[src/rtl/char_tx_scheduler_if.sv]
// Character handshake and serial-line bundle between the two byte sources and the TX scheduler.
interface char_tx_scheduler_if;
  logic [7:0] a_char;
  logic       a_valid;
  logic       a_ready;
  logic [7:0] b_char;
  logic       b_valid;
  logic       b_ready;
  logic       tx;
  logic       busy;
  logic       last_b;

  modport master (
    output a_char, a_valid, b_char, b_valid,
    input  a_ready, b_ready, tx, busy, last_b
  );

  modport slave (
    input  a_char, a_valid, b_char, b_valid,
    output a_ready, b_ready, tx, busy, last_b
  );
endinterface

[src/rtl/char_tx_scheduler.sv]
// Round-robin arbiter between two byte sources feeding one 8N1 UART transmitter (LSB first).
module char_tx_scheduler #(
  parameter int CLKS_PER_BIT = 10417,
  parameter int CNT_W        = 14
) (
  input logic            cclk,
  input logic            rst,
  char_tx_scheduler_if.slave bus
);
  typedef enum logic [1:0] {IDLE, START, DATA, STOP} state_t;

  localparam logic [CNT_W-1:0] LAST = CNT_W'(CLKS_PER_BIT - 1);

  state_t           r_state;
  logic             r_tx;
  logic             r_last_b;
  logic [2:0]       r_bit;
  logic [CNT_W-1:0] r_cnt;
  logic [7:0]       r_shift;

  logic w_win_a, w_win_b, w_acc_a, w_acc_b, w_period_end;

  // On a tie the source that was not served last wins, so continuous requesters alternate.
  assign w_win_a      = bus.a_valid & (~bus.b_valid | r_last_b);
  assign w_win_b      = bus.b_valid & (~bus.a_valid | ~r_last_b);
  assign w_acc_a      = (r_state == IDLE) & w_win_a;
  assign w_acc_b      = (r_state == IDLE) & w_win_b;
  assign w_period_end = (r_cnt == LAST);

  assign bus.a_ready = w_acc_a;
  assign bus.b_ready = w_acc_b;
  assign bus.tx      = r_tx;
  assign bus.busy    = (r_state != IDLE);
  assign bus.last_b  = r_last_b;

  always_ff @(posedge cclk) begin
    if (rst) begin
      r_state  <= IDLE;
      r_tx     <= 1'b1;
      r_last_b <= 1'b1;
      r_bit    <= '0;
      r_cnt    <= '0;
      r_shift  <= '0;
    end else begin
      case (r_state)
        IDLE: begin
          r_tx <= 1'b1;
          if (w_acc_a | w_acc_b) begin
            r_shift  <= w_acc_a ? bus.a_char : bus.b_char;
            r_last_b <= w_acc_b;
            r_cnt    <= '0;
            r_bit    <= '0;
            r_tx     <= 1'b0;
            r_state  <= START;
          end
        end
        START: begin
          if (w_period_end) begin
            r_cnt   <= '0;
            r_tx    <= r_shift[0];
            r_state <= DATA;
          end else begin
            r_cnt <= r_cnt + CNT_W'(1);
          end
        end
        DATA: begin
          if (w_period_end) begin
            r_cnt <= '0;
            if (r_bit == 3'd7) begin
              r_tx    <= 1'b1;
              r_state <= STOP;
            end else begin
              // tx is registered, so present the next bit while shifting it into place.
              r_bit   <= r_bit + 3'd1;
              r_shift <= r_shift >> 1;
              r_tx    <= r_shift[1];
            end
          end else begin
            r_cnt <= r_cnt + CNT_W'(1);
          end
        end
        STOP: begin
          if (w_period_end) begin
            r_cnt   <= '0;
            r_tx    <= 1'b1;
            r_state <= IDLE;
          end else begin
            r_cnt <= r_cnt + CNT_W'(1);
          end
        end
        default: r_state <= IDLE;
      endcase
    end
  end
endmodule

[src/flat_wrapper.sv]
// flat-port wrapper written by rule: the top's interface ports become plain ports
module char_tx_scheduler_flat 
#(
  parameter int CLKS_PER_BIT = 10417,
  parameter int CNT_W        = 14
)
  (cclk, rst, bus_a_char, bus_a_valid, bus_b_char, bus_b_valid, bus_a_ready, bus_b_ready, bus_tx, bus_busy, bus_last_b);
  char_tx_scheduler_if bus_i ();
  input logic cclk;
  input logic rst;
  input wire logic [$bits(bus_i.a_char)-1:0] bus_a_char;
  input wire logic [$bits(bus_i.a_valid)-1:0] bus_a_valid;
  input wire logic [$bits(bus_i.b_char)-1:0] bus_b_char;
  input wire logic [$bits(bus_i.b_valid)-1:0] bus_b_valid;
  output wire logic [$bits(bus_i.a_ready)-1:0] bus_a_ready;
  output wire logic [$bits(bus_i.b_ready)-1:0] bus_b_ready;
  output wire logic [$bits(bus_i.tx)-1:0] bus_tx;
  output wire logic [$bits(bus_i.busy)-1:0] bus_busy;
  output wire logic [$bits(bus_i.last_b)-1:0] bus_last_b;
  assign bus_i.a_char = bus_a_char;
  assign bus_i.a_valid = bus_a_valid;
  assign bus_i.b_char = bus_b_char;
  assign bus_i.b_valid = bus_b_valid;
  assign bus_a_ready = bus_i.a_ready;
  assign bus_b_ready = bus_i.b_ready;
  assign bus_tx = bus_i.tx;
  assign bus_busy = bus_i.busy;
  assign bus_last_b = bus_i.last_b;
  char_tx_scheduler #(.CLKS_PER_BIT(CLKS_PER_BIT), .CNT_W(CNT_W)) u_core (.cclk(cclk), .rst(rst), .bus(bus_i));
endmodule
[config.mk]
export PLATFORM = sky130hd
export DESIGN_NAME = char_tx_scheduler_flat
export DESIGN_NICKNAME = d
export VERILOG_FILES = /design/src/rtl/char_tx_scheduler_if.sv /design/src/rtl/char_tx_scheduler.sv /design/src/flat_wrapper.sv
export SDC_FILE = /design/constraint.sdc
export NUM_CORES = 1
export LEC_CHECK = 0
export CAP_MARGIN = 20
export CORE_UTILIZATION = 50
export CTS_BUF_LIST = sky130_fd_sc_hd__clkbuf_16
export CTS_CLUSTER_DIAMETER = 100
export DETAILED_ROUTE_END_ITERATION = 8
export PLACE_DENSITY = 0.81
export SYNTH_ARGS = -nofsm -noshare
export SYNTH_HDL_FRONTEND = slang
export SYNTH_SLANG_ARGS = --single-unit
[constraint.sdc]
create_clock -name cclk -period 5.5 [get_ports cclk]
set_input_delay 0.55 -clock cclk [delete_from_list [all_inputs] [get_ports cclk]]
set_output_delay 0.55 -clock cclk [all_outputs]
set_load 0.01 [all_outputs]
==> run_1/port_nets.png <==
The bar under the picture is 20 um long.
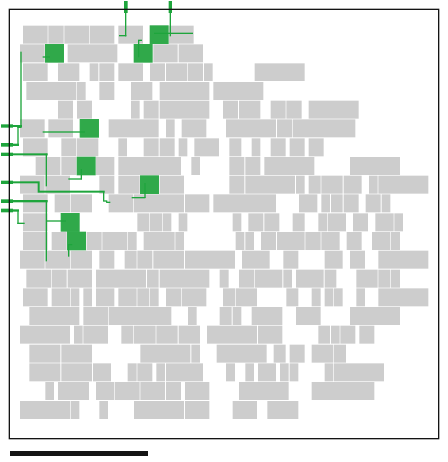
bus_b_char: marked green, bits 8, direction input, edge 6 left, 2 top, end cells 8, buffers 8, wire 94.0 um.

==> run_1/metal_stack.png <==
Only two layers are drawn.
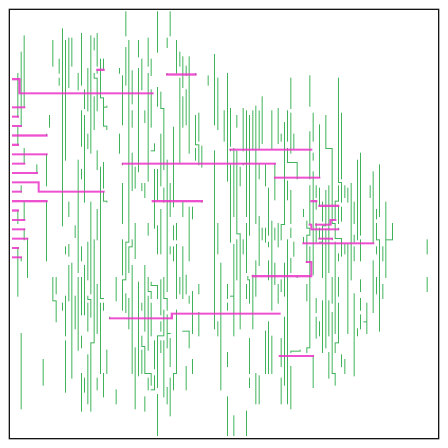
met2: marked green, wire length 1920 um. met3: marked magenta, wire length 187 um.

==> run_1/registers.png <==
The bar under the picture is 20 um long. Other sequential cells in the stronger grey, the rest of the logic in the fainter grey.
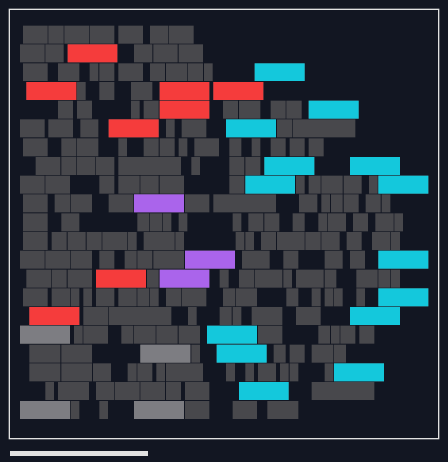
u_core.r_bit: marked purple, sequential cells 3. u_core.r_shift: marked red, sequential cells 8. u_core.r_cnt: marked cyan, sequential cells 14.
Another 4 sequential cells are not coloured.
fraction of area in registers: 0.265
Post-Route Utilization: 0.646
seq pwr: 290 uW

==> flow_metrics.py, run 1 <==
# Synthesis and PnR figures
metrics = {
    "final_timing": {
        "setup_slack_ns": 2.62,
        "hold_viol_final": 0,
        "min_period_over_period": 0.524,
        "setup_violations": 0,
        "drv_slew": 0,
    },
    "global_route": {
        "grt_pass1_vias": 1447,
        "grt_max_degree": 36,
        "grt_usage": 0.232,
    },
    "yosys": {
        "ys_top_cells_by_count": "nand2_1 (30), dfxtp_1 (29), mux2i_1 (13), a31oi_1 (10), clkbuf_1 (10)",
        "ys_cells": 217,
        "ys_seq_frac": 0.322,
        "yosysTopAreaCell": "dfxtp_1",
        "synth_cell_type_count": 43,
        "ys_warn_count": 0,
    },
    "floorplan": {
        "die_y_um": 62.1,
        "rows": 21,
        "initCoreUtil": 0.532,
    },
    "job": {
        "maxCapViolations": 0,
    },
    "critical_path": {
        "arrival_ns": 2.33,
        "crit_type": "input port to output port",
        "path_max_fanout": 6,
        "endpoint_kind": "output port",
        "r2r_cells": 5,
        "reg2reg_from": "u_core.r_state[0]$_SDFFE_PP0P_",
    },
    "final_layout": {
        "insertedDiodeCount": 0,
        "layout-drive-gt1-share": 0.0549,
    },
    "hold_path": {
        "holdPathEnd": "u_core.r_shift[3]$_SDFFE_PP0P_",
    },
    "clock_tree": {
        "cts.repair.resized": 0,
        "cts.reportedPaths.clkPinSlew_ns": 0.05,
        "clock_path_buffers": 2,
        "cts_made_buffers": 5,
    },
    "status": {
        "status": "complete, no violations",
    },
    "route": {
        "drtIter0Drc": 90,
    },
    "pwr": {
        "leakage_nw": 0.818,
    },
}
## run 1: cells by family after synthesis
family	Yosys count	synth area share
buffers and inverters	21	0.0444
AND-OR/OR-AND	52	0.217
adder cells (fa/ha/maj)	9	0.0625
XOR/XNOR	2	0.00972
multiplexers	13	0.0722
AND/OR/NAND/NOR	91	0.272
flip-flops	29	0.322
## run 1: cells in the final DEF (no fill, tap or decap), types with 3 or more instances in the layout
cell type,instances
nand2_1,30
mux2i_1,13
ha_1,9
nor4_1,3
clkdlybuf4s50_1,24
o311ai_0,7
and3_1,9
o211ai_1,5
or3_1,6
clkbuf_16,5
nand3_1,9
and2_1,3
o21ai_0,6
a31oi_1,10
dfxtp_1,29
nor2_1,6
inv_1,10
a21boi_0,9
or4_1,3
nand4_1,4
o31a_1,3
nand2b_1,8
## run 1: metal layers
metal,part of all wire,GRT usage,vias up
li1,-,-,849
met3,0.047,0.0745,8
met4,0.013,0.0857,0
met5,0,0,-
met2,0.48,0.368,45
met1,0.46,0.294,777
## run 1: state kept, by name, summed over array words and instances (netlist names)
register	count
u_core.r_cnt	14
u_core.r_shift	8
u_core.r_bit	3
u_core.r_state	2
u_core.bus.last_b	1
u_core.bus.tx	1
## run 1: report_power, final
group / switching [mW] / internal [mW]
sequential: 0.0317 / 0.258
clock: 0.0892 / 0.161
combinational: 0.230 / 0.193
## run 1: layout make-up
cell class	count	area (um^2)
Clock buffer	5	125
Clock inverter	2	7.51
Fill cell	286	1200
Inverter	10	37.5
Multi-Input combinational cell	167	1140
Sequential cell	29	581
Tap cell	46	57.6
Timing Repair Buffer	24	240
## run 1: per-stage QoR
stage / hold WS [ns] / instances
after detailed placement: 0.454 / 276
after global placement: 0.441 / 276
after CTS: 0.462 / 283
after floorplan: 0.430 / 217
final: 0.462 / 283
after global routing: 0.482 / 283
## run 1: worst max-delay path, stage by stage
cell             delay [ns]
clkdlybuf4s50_1        0.47
a21boi_0               0.53
and2_1                 0.24
clkdlybuf4s50_1        0.54
## run 1: worst max-delay path by stage
stage | from | endpoint | slack (ns) | cells past startpoint
2_1_floorplan | u_core.r_cnt[2]$_SDFFE_PP0P_ | u_core.r_state[0]$_SDFFE_PP0P_ | 3.47 | 4
3_3_place_gp | bus_b_valid | bus_b_ready | 2.70 | 4
3_5_place_dp | bus_b_valid | bus_b_ready | 2.70 | 4
4_1_cts | bus_b_valid | bus_b_ready | 2.66 | 4
5_1_grt | bus_b_valid | bus_b_ready | 2.50 | 4
6_report | bus_b_valid | bus_b_ready | 2.62 | 4
==> run 2: changes to the inputs <==
==> constraint.sdc (replaced) <==
create_clock -name cclk -period 3 [get_ports cclk]
set_input_delay 0.3 -clock cclk [delete_from_list [all_inputs] [get_ports cclk]]
set_output_delay 0.3 -clock cclk [all_outputs]
set_load 0.01 [all_outputs]
==> run_2/port_nets.png <==
The bar under the picture is 20 um long.
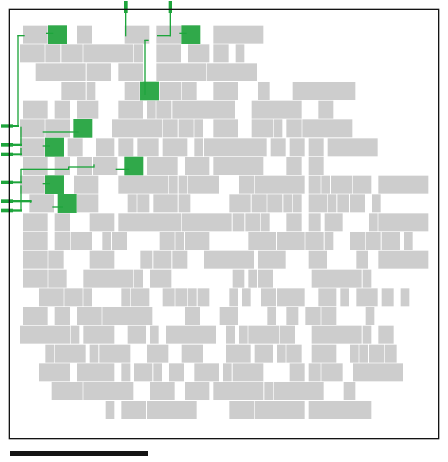
bus_b_char: marked green, bits 8, direction input, edge 6 left, 2 top, end cells 8, buffers 8, wire 71.2 um.

==> run 2 against run 1 <==
  * Flip-flop count is the same
  * Combinational power rose by 82%
  * Highest routed layer unchanged
  * Wire length decreased by 3.0%
  * Clock power grew 84%
  * Global-route usage shrank 0.79 points
  * Worst hold slack worse by 0.011 ns
  * Largest cell class unchanged
==> flow_metrics.py, run 2 <==
# Synthesis and PnR figures
metrics = {
    "critical_path": {
        "crit_type": "input port to output port",
        "arrival_ns": 2.03,
        "endpoint_kind": "output port",
        "r2r_cells": 5,
    },
    "yosys": {
        "ys_seq_frac": 0.322,
        "ys_cells": 217,
        "ys_top_cells_by_count": "nand2_1 (30), dfxtp_1 (29), mux2i_1 (13), a31oi_1 (10), clkbuf_1 (10)",
        "yosysTopAreaCell": "dfxtp_1",
    },
    "floorplan": {
        "rows": 21,
        "die_y_um": 62.1,
    },
    "pwr": {
        "leakage_nw": 0.828,
    },
    "clock_tree": {
        "clock_path_buffers": 2,
        "cts.reportedPaths.clkPinSlew_ns": 0.05,
        "cts_made_buffers": 5,
    },
    "status": {
        "status": "complete, no violations",
    },
    "final_timing": {
        "setup_violations": 0,
        "min_period_over_period": 0.777,
        "drv_slew": 0,
    },
    "job": {
        "maxCapViolations": 0,
    },
    "route": {
        "drtIter0Drc": 116,
    },
    "final_layout": {
        "top_register": "u_core.r_cnt",
        "final_common_cell": "nand2_1",
    },
    "hold_path": {
        "holdPathEnd": "u_core.r_shift[7]$_SDFFE_PP0P_",
    },
}
==> run_2/registers.png <==
The bar under the picture is 20 um long. Other sequential cells in the stronger grey, the rest of the logic in the fainter grey.
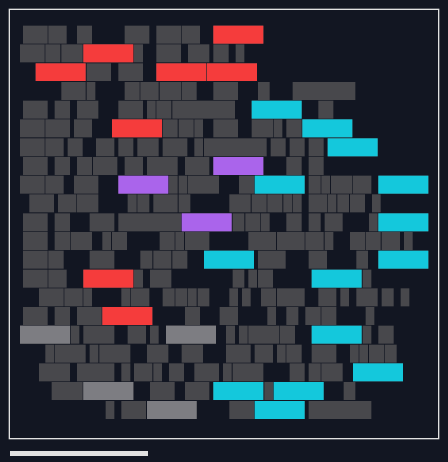
u_core.r_cnt: marked cyan, sequential cells 14. u_core.r_bit: marked purple, sequential cells 3. u_core.r_shift: marked red, sequential cells 8.
Another 4 sequential cells are not coloured.
fraction of area in registers: 0.263
Register Area: 581 um^2
Post-Route Utilization: 0.651
seq pwr: 534 uW

-- run 2: cell counts after synthesis --
Identical to the previous run, type by type.
-- run 2: per-stage QoR --
| step | power [mW] | cells | setup WS (ns) | util | hold slack (ns) |
|---|---|---|---|---|---|
| after global routing | 1.89 | 285 | 0.511 | 0.651 | 0.476 |
| after CTS | 1.77 | 285 | 0.685 | 0.651 | 0.453 |
| final | 1.76 | 285 | 0.670 | 0.651 | 0.451 |
| after global placement | 1.29 | 278 | 0.684 | 0.612 | 0.441 |
| after floorplan | 1.11 | 217 | 0.972 | - | 0.430 |
| after detailed placement | 1.31 | 278 | 0.682 | 0.612 | 0.447 |
-- run 2: logic make-up (layout without fill, tap and decap cells) --
group,after synthesis,in the layout,synth area share
DFF,29,29,0.322
AOI/OAI and AO/OA,52,52,0.217
xor gates and xnor gates,2,2,0.00972
and+or+nand+nor,91,91,0.272
buffers and inverters,21,43,0.0444
adders and majority gates,9,9,0.0625
muxes,13,13,0.0722
-- run 2: worst max path at each step --
stage	start	endpoint
after global placement	bus_b_valid	bus_b_ready
after global routing	bus_b_valid	bus_b_ready
after CTS	bus_b_valid	bus_b_ready
after detailed placement	bus_b_valid	bus_b_ready
final	bus_b_valid	bus_b_ready
after floorplan	u_core.r_cnt[2]$_SDFFE_PP0P_	u_core.r_state[0]$_SDFFE_PP0P_
-- run 2: per-layer routing --
layer  track usage  wire, um
met5             0         0
met3        0.0663       168
met4        0.0857        42
met2         0.377      1870
met1         0.269      1770
-- run 2: worst max-delay path: stages --
cell and delay (ns):
clkdlybuf4s50_1 0.47, a21boi_0 0.49, and2_1 0.23, clkdlybuf4s50_1 0.54
-- run 2: layout make-up --
cell class	instances	area [um^2]
Multi-Input combinational cell	167	1140
Timing Repair Buffer	26	255
Tap cell	46	57.6
Clock buffer	5	125
Inverter	10	37.5
Fill cell	285	1180
Sequential cell	29	581
Clock inverter	2	7.51
-- run 2: report_power, final --
group,total [mW],leakage [nW],switching [mW],internal (mW)
Sequential,0.534,0.236,0.0612,0.473
Clock,0.461,0.0685,0.165,0.295
Combinational,0.768,0.523,0.407,0.361
==> run 3: changes to the inputs <==
==> constraint.sdc (replaced) <==
create_clock -name cclk -period 2.4 [get_ports cclk]
set_input_delay 0.24 -clock cclk [delete_from_list [all_inputs] [get_ports cclk]]
set_output_delay 0.24 -clock cclk [all_outputs]
set_load 0.01 [all_outputs]
==> run_3/met1.png <==
The bar under the picture is 20 um long. Supply wires on this layer in grey.
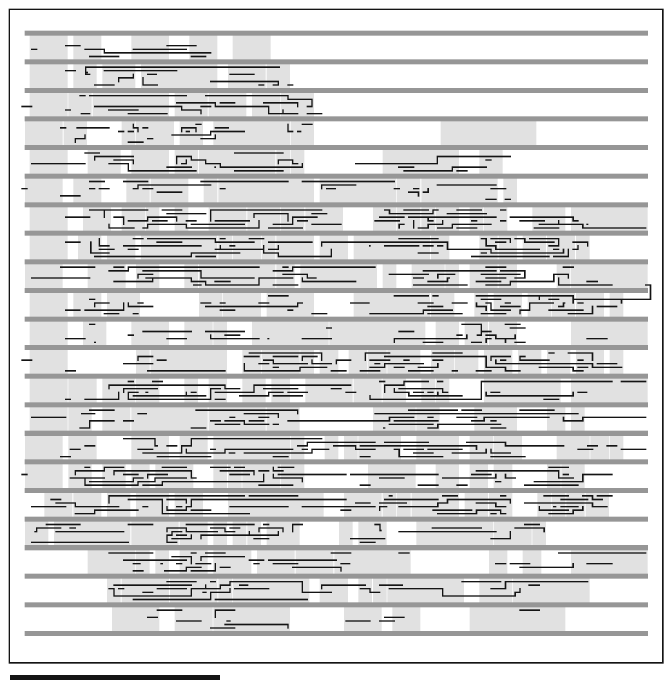
The layer carries 1860 um of wire. The wires run mostly horizontal. The longest straight run is 19.3 um. 248 nets have wire on it.

==> run 3 against run 2 <==
  * Combinational power rose by about 30%
  * Clock power grew 26%
  * Die size unchanged
  * Critical path depth is the same
  * Sequential share of layout area is 0.67 points lower
  * First-iteration DRC count fell by 21%
  * Via count rose by 3.3%
  * Synthesized area unchanged
  * Utilization grew 1.7 points
  * Final area grew 2.6%
  * Final cell count grew 2.8%
  * Critical path type is now register to register
  * Critical endpoint is now u_core.r_state[0]$_SDFFE_PP0P_
  * Largest cell class unchanged
  * Largest power group unchanged
  * Highest routed layer unchanged
==> flow_metrics.py, run 3 <==
# Synthesis and PnR figures
metrics = {
    "status": {
        "status": "complete, no violations",
    },
    "final_timing": {
        "min_period_over_period": 0.899,
        "holdWs_ns": 0.462,
        "setup_violations": 0,
        "drv_slew": 0,
    },
    "clock_tree": {
        "clock_path_buffers": 2,
        "cts.reportedPaths.clkPinSlew_ns": 0.05,
        "cts_made_buffers": 5,
        "root_buffer": "clkbuf_16",
    },
    "critical_path": {
        "r2r_cells": 4,
        "critPathMaxStageDelay_ns": 0.56,
        "worst_path_most_repeated_cell": "or4_4",
        "endpoint_kind": "register",
        "cp_cell_sequence": "or4_4 > or4_4 > a211o_1 > a221oi_2",
        "crit_type": "register to register",
        "arrival_ns": 2.34,
    },
    "yosys": {
        "netlist_area_mm2": 0.00180,
        "ys_seq_frac": 0.322,
        "ys_cells": 217,
        "yosysTopAreaCell": "dfxtp_1",
        "ys_top_cells_by_count": "nand2_1 (30), dfxtp_1 (29), mux2i_1 (13), a31oi_1 (10), clkbuf_1 (10)",
    },
    "global_route": {
        "antenna_found_initial": 0,
    },
    "floorplan": {
        "rows": 21,
        "die_y_um": 62.1,
    },
    "hold_path": {
        "holdPathEnd": "u_core.r_shift[6]$_SDFFE_PP0P_",
    },
    "final_layout": {
        "final_common_cell": "nand2_1",
        "top_register": "u_core.r_cnt",
    },
    "route": {
        "drtIter0Drc": 92,
    },
    "pwr": {
        "leakage_nw": 0.862,
    },
    "job": {
        "maxCapViolations": 0,
    },
}
==> run_3/port_nets.png <==
The bar under the picture is 20 um long.
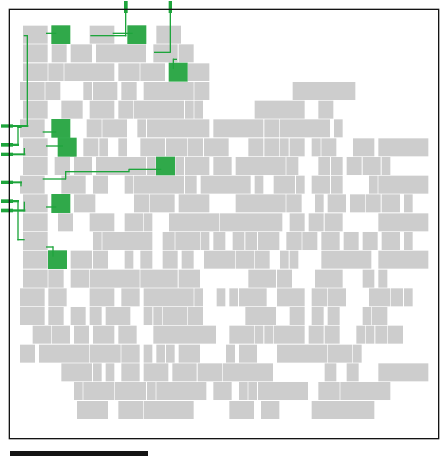
bus_b_char: marked green, bits 8, direction input, edge 6 left, 2 top, end cells 8, buffers 8, wire 82.3 um.
io pins: 25
Port Buffer Count: 24

-- run 3: cell counts after synthesis --
Identical to the previous run, type by type.
-- run 3: per-layer routing --
layer	vias up	global-route usage	wire (um)
met5	-	0	0
met4	0	0.121	62
met3	7	0.0642	168
met2	44	0.435	1920
met1	789	0.270	1860
li1	868	-	-
-- run 3: critical path: cells and delay by family, from the launching register on --
family          cells  cell delay [ns]
flops               1             0.35
simple gates        2             1.10
compound gates      2             0.62
-- run 3: layout make-up --
cell class | instances | area (um^2)
fill | 282 | 1130
clock buffer | 5 | 125
multi-input combinational | 167 | 1140
clock inverter | 3 | 12.5
tap | 46 | 57.6
timing repair buffer | 33 | 308
sequential | 29 | 581
inverter | 10 | 37.5
-- run 3: power by group --
part           switching (mW)  total, mW  internal [mW]
clock                   0.207      0.580          0.373
combinational           0.529      0.996          0.468
sequential             0.0788      0.670          0.591
total                   0.814       2.25           1.43
-- run 3: logic make-up after synthesis --
kind of cell / after synthesis / synth area share
AND/OR/NAND/NOR: 91 / 0.272
AND-OR/OR-AND: 52 / 0.217
flip-flops: 29 / 0.322
buffers and inverters: 21 / 0.0444
multiplexers: 13 / 0.0722
adder cells (fa/ha/maj): 9 / 0.0625
XOR/XNOR: 2 / 0.00972
-- run 3: how the worst max path moves through the flow --
stage,start,endpoint,slack (ns),cells past startpoint
6_report,u_core.r_cnt[2]$_SDFFE_PP0P_,u_core.r_state[0]$_SDFFE_PP0P_,0.24,4
4_1_cts,u_core.r_cnt[2]$_SDFFE_PP0P_,u_core.r_state[0]$_SDFFE_PP0P_,0.25,4
2_1_floorplan,u_core.r_cnt[2]$_SDFFE_PP0P_,u_core.r_state[0]$_SDFFE_PP0P_,0.37,4
3_3_place_gp,u_core.r_cnt[2]$_SDFFE_PP0P_,u_core.r_state[0]$_SDFFE_PP0P_,0.33,4
3_5_place_dp,u_core.r_cnt[2]$_SDFFE_PP0P_,u_core.r_state[0]$_SDFFE_PP0P_,0.29,4
5_1_grt,u_core.r_state[0]$_SDFFE_PP0P_,u_core.r_shift[1]$_SDFFE_PP0P_,0.16,6
-- run 3: through the flow --
stage | utilization | power (mW) | worst slack [ns] | cells
finish | 0.668 | 2.25 | 0.243 | 293
global route | 0.668 | 2.39 | 0.164 | 293
floorplan | - | 1.39 | 0.372 | 217
global placement | 0.627 | 1.63 | 0.329 | 285
detailed placement | 0.627 | 1.66 | 0.287 | 285
CTS | 0.668 | 2.25 | 0.248 | 293
Power is estimated from default activity; no workload was simulated.
